## src/rtl/ppm_out_bank.sv

```systemverilog
// ppm_out_bank: NCH phase-aligned ESC pulse outputs with double-buffered commands.
// Optional macro PPM_WDOG_EN adds a failsafe-idle watchdog on stale commands.
module ppm_out_bank #(
    parameter int NCH      = 4,
    parameter int VAL_W    = 10,
    parameter int MIN_US   = 1000,
    parameter int MAX_US   = 2000,
    parameter int FRAME_US = 2251,
    parameter int WDOG_FR  = 8
) (
    input  logic                 CLK_1M,
    input  logic                 RST_N,
    input  logic [NCH*VAL_W-1:0] VAL,
    input  logic                 LOAD,
    input  logic                 ARM,
    output logic [NCH-1:0]       PPM,
    output logic                 FRAME_STB,
    output logic                 PENDING
);

    localparam int CW = 12;
    localparam logic [CW-1:0] MIN_W = CW'(MIN_US);
    localparam logic [CW-1:0] MAX_W = CW'(MAX_US);
    localparam logic [CW-1:0] LAST  = CW'(FRAME_US - 1);

    logic [CW-1:0]    cnt;
    logic             wrap;
    logic             arm_r;
    logic             idle;
    logic [VAL_W-1:0] shadow [NCH];
    logic [CW-1:0]    width  [NCH];
    logic [CW-1:0]    sum    [NCH];
    logic [CW-1:0]    nxt_w  [NCH];
    logic [CW-1:0]    eff    [NCH];

    assign wrap = (cnt == LAST);

    // Shared frame counter and the registered frame strobe
    always_ff @(posedge CLK_1M or negedge RST_N) begin
        if (!RST_N) begin
            cnt       <= '0;
            FRAME_STB <= 1'b0;
        end else begin
            cnt       <= wrap ? '0 : cnt + 1'b1;
            FRAME_STB <= (cnt == '0);
        end
    end

    // Shadow capture; a LOAD on the wrap cycle keeps PENDING for the next frame
    always_ff @(posedge CLK_1M or negedge RST_N) begin
        if (!RST_N) begin
            for (int i = 0; i < NCH; i++) shadow[i] <= '0;
            PENDING <= 1'b0;
        end else if (LOAD) begin
            for (int i = 0; i < NCH; i++) shadow[i] <= VAL[i*VAL_W +: VAL_W];
            PENDING <= 1'b1;
        end else if (wrap) begin
            PENDING <= 1'b0;
        end
    end

    // Clamped widths from shadow and the effective width per channel
    always_comb begin
        for (int i = 0; i < NCH; i++) begin
            sum[i]   = CW'(shadow[i]) + MIN_W;
            nxt_w[i] = (sum[i] > MAX_W) ? MAX_W : sum[i];
            eff[i]   = (arm_r && !idle) ? width[i] : MIN_W;
        end
    end

    // Commit arm state and pending widths only at the frame boundary
    always_ff @(posedge CLK_1M or negedge RST_N) begin
        if (!RST_N) begin
            arm_r <= 1'b0;
            for (int i = 0; i < NCH; i++) width[i] <= MIN_W;
        end else if (wrap) begin
            arm_r <= ARM;
            if (PENDING) begin
                for (int i = 0; i < NCH; i++) width[i] <= nxt_w[i];
            end
        end
    end

`ifdef PPM_WDOG_EN
    localparam int WW = $clog2(WDOG_FR + 1);
    logic [WW-1:0] wdog;

    assign idle = (wdog == WW'(WDOG_FR));

    // Boundaries since the last committed LOAD; cleared at the commit so a
    // restored width never appears in the middle of a frame
    always_ff @(posedge CLK_1M or negedge RST_N) begin
        if (!RST_N) begin
            wdog <= '0;
        end else if (wrap) begin
            if (PENDING)    wdog <= '0;
            else if (!idle) wdog <= wdog + 1'b1;
        end
    end
`else
    assign idle = (WDOG_FR < 0);
`endif

    // Registered pulse outputs, high while the count is below the width
    always_ff @(posedge CLK_1M or negedge RST_N) begin
        if (!RST_N) begin
            PPM <= '0;
        end else begin
            for (int i = 0; i < NCH; i++) PPM[i] <= (cnt < eff[i]);
        end
    end

endmodule

```

## config.mk

```make
export PLATFORM = sky130hd
export DESIGN_NAME = ppm_out_bank
export DESIGN_NICKNAME = d
export VERILOG_FILES = /design/src/rtl/ppm_out_bank.sv
export SDC_FILE = /design/constraint.sdc
export NUM_CORES = 1
export LEC_CHECK = 0
export ABC_AREA = 1
export CAP_MARGIN = 20
export CORE_ASPECT_RATIO = 0.75
export CORE_MARGIN = 2
export CORE_UTILIZATION = 45
export CTS_CLUSTER_SIZE = 25
export DETAILED_ROUTE_END_ITERATION = 6
export MAX_ROUTING_LAYER = met4
export PLACE_DENSITY = 0.73
export SYNTH_ARGS = -nofsm -noshare
export SYNTH_HDL_FRONTEND = slang
export SYNTH_SLANG_ARGS = --single-unit
```

## constraint.sdc

```tcl
create_clock -name CLK_1M -period 2.6 [get_ports CLK_1M]
set_input_delay 0.52 -clock CLK_1M [delete_from_list [all_inputs] [get_ports CLK_1M]]
set_output_delay 0.52 -clock CLK_1M [all_outputs]
set_load 0.03 [all_outputs]
```

==> images/registers.png <==
Other sequential cells in the stronger gray, the rest of the logic in the fainter gray.
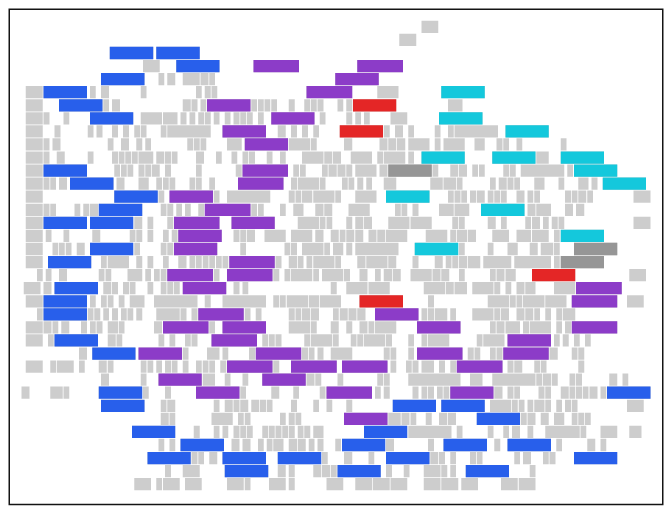
Key: blue = shadow [sequential cells 40, where all over the die]; red = PPM [sequential cells 4]; purple = width [sequential cells 44]; cyan = cnt [sequential cells 12]
flop share of the area: 38.05%
Seq power: 1.70 mW
FF+latch area: 0.002608 sq mm

==> images/pins.png <==
Pins as bars across the die edge, other pins in gray.
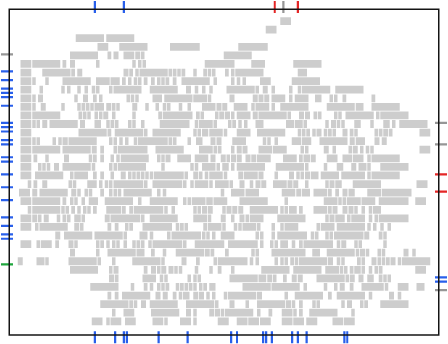
Key: blue = VAL [pins 40, direction input, edge 20 left, 16 bottom, 2 top, 2 right]; green = LOAD [pins 1, direction input, edge left]; red = PPM [pins 4, direction output, edge 2 right, 2 top]
Die Height: 102.8 um
port bufs: 49
die width: 135.7 um

==> changes_impl.md <==
### Physical design

- RSZ-0062 raised after global routing: no
- Final setup vio count: 0
- Outcome: finished clean
- Fp_density: 45.61%
- Worst-margin pin slew: 581.1 ps
- Crit path kind: reg -> out
- DR vias: 4971
- Clk latency late pin: 360 ps
- Hold Path Class: in -> async
- CTS Sinks: 103
- CTS max path bufs: 2
- Gate Area: 0.002883 sq mm
- Core ar.: 0.01284 sq mm
- Area grow syn2layout: 17.03%
- Hold_buf cts: 0
- Crit. path cell count: 1
- Num CTS Buffers: 9
- Filler-free cell count of the finished design: 999
- Grt total ovfl: 0
- Clock slew seen by the registers of the worst setup and hold paths: 70 ps
- Wire per inst: 12.70 um
- Boundary Pins: 50
- Final hold violations: 0
- Yosys xor share: 1.047%
- Number of global-route vias before repair: ~4700
- Setup TNS: 0 ps
- Static leakage: 3.463 nW
- Slew Viols, Final: 0
- Yosys chip area: around 0.0059 sq mm
- Worst IR Drop VDD: 0.0003428 V
- Worst flop-to-flop path endpoint: width[4]$_DFFE_PN0P_
- Post-synth EDFFs: 0
- AO/OA Area Share: 6.987%
- CP bufs+invs: 1
- HPWL after detailed placement: around 9.3 mm
- Delay-heaviest family, CP: buffers and inverters
- Post-Place Worst Slack: about 700 ps
- GP Congestion: 0.8295
- Cells after Synth: 772
-- power by group --
part / internal [mW] / switching [mW]
clock network: 0.785 / 0.627
logic: 0.141 / 0.206
registers: 1.66 / 0.0424
-- metal layers --
layer	vias up	global-route usage (%)	wire length, um
met5	-	-	0
met4	0	4.888	123
met1	2302	30.09	6749
met2	86	30.50	5331
met3	11	4.031	485
li1	2572	-	-
-- sequential cells by signal, summed over array words and instances (netlist names) --
signal and count:
width 44, shadow 40, cnt 12, PPM 4, FRAME_STB 1, PENDING 1, arm_r 1
-- cells in the final DEF, fill, tap and decap left out, types with 2 or more instances in the layout --
cell type,synthesis,layout
inv_2,4,4
a21boi_0,2,2
nor3_1,12,12
o21ai_0,49,49
buf_4,0,10
clkdlybuf4s50_1,0,47
a21oi_1,27,27
dfstp_2,24,24
nand2_1,283,283
dfrtp_1,79,79
ha_1,47,47
nand3_1,32,32
inv_1,66,66
clkbuf_16,0,9
xor2_1,6,6
nor3b_1,2,2
nand4_1,14,14
nor3_2,2,2
nor2_1,95,95
inv_6,0,3
-- Yosys cell counts, types with 2 or more instances --
cell	n	area, sq um
nand2_1	283	1062
nor2_1	95	356.6
dfrtp_1	79	1977
inv_1	66	247.7
o21ai_0	49	245.2
ha_1	47	588.1
nand3_1	32	160.2
a21oi_1	27	135.1
dfstp_2	24	630.6
nand4_1	14	87.58
nor3_1	12	60.06
clkbuf_1	10	37.54
xor2_1	6	52.55
buf_2	4	20.02
inv_2	4	15.01
buf_6	3	33.78
a21boi_0	2	15.01
buf_1	2	7.510
nor3_2	2	20.02
nor3b_1	2	15.01
-- cells by family (layout without fill, tap and decap cells) --
logic type	after synthesis	count (layout)
AOI/OAI and AO/OA	80	80
xor gates and xnor gates	7	7
adders and majority gates	47	47
buffers and inverters	90	146
DFF	103	103
and+or+nand+nor	445	445
-- stage by stage --
step / instance area (sq um) / hold WS [ps] / util, %
floorplan: 5856 / 224.4 / -
global placement: 6541 / 444.9 / 50.96
detailed placement: 6541 / 446.3 / 50.96
CTS: 6853 / 72.59 / 53.38
global route: 6853 / 74.96 / 53.38
finish: 6853 / 69.66 / 53.38
-- worst min-delay path by stage --
stage / to / cells past startpoint / startpoint
3_3_place_gp: shadow[38]$_DFFE_PN0P_ / 1 / RST_N
4_1_cts: shadow[38]$_DFFE_PN0P_ / 1 / RST_N
3_5_place_dp: shadow[38]$_DFFE_PN0P_ / 1 / RST_N
2_1_floorplan: FRAME_STB$_DFF_PN0_ / 0 / RST_N
6_report: shadow[37]$_DFFE_PN0P_ / 1 / RST_N
5_1_grt: shadow[33]$_DFFE_PN0P_ / 1 / RST_N
-- area by class of cell --
type | instances | share of cell area [%]
Clock inverter | 6 | 1.059
Tap cell | 171 | 3.122
Inverter | 71 | 3.889
Timing Repair Buffer | 59 | 8.326
Clock buffer | 10 | 3.487
Multi-Input combinational cell | 579 | 42.07
Sequential cell | 103 | 38.05
Power and IR drop assume default switching activity.
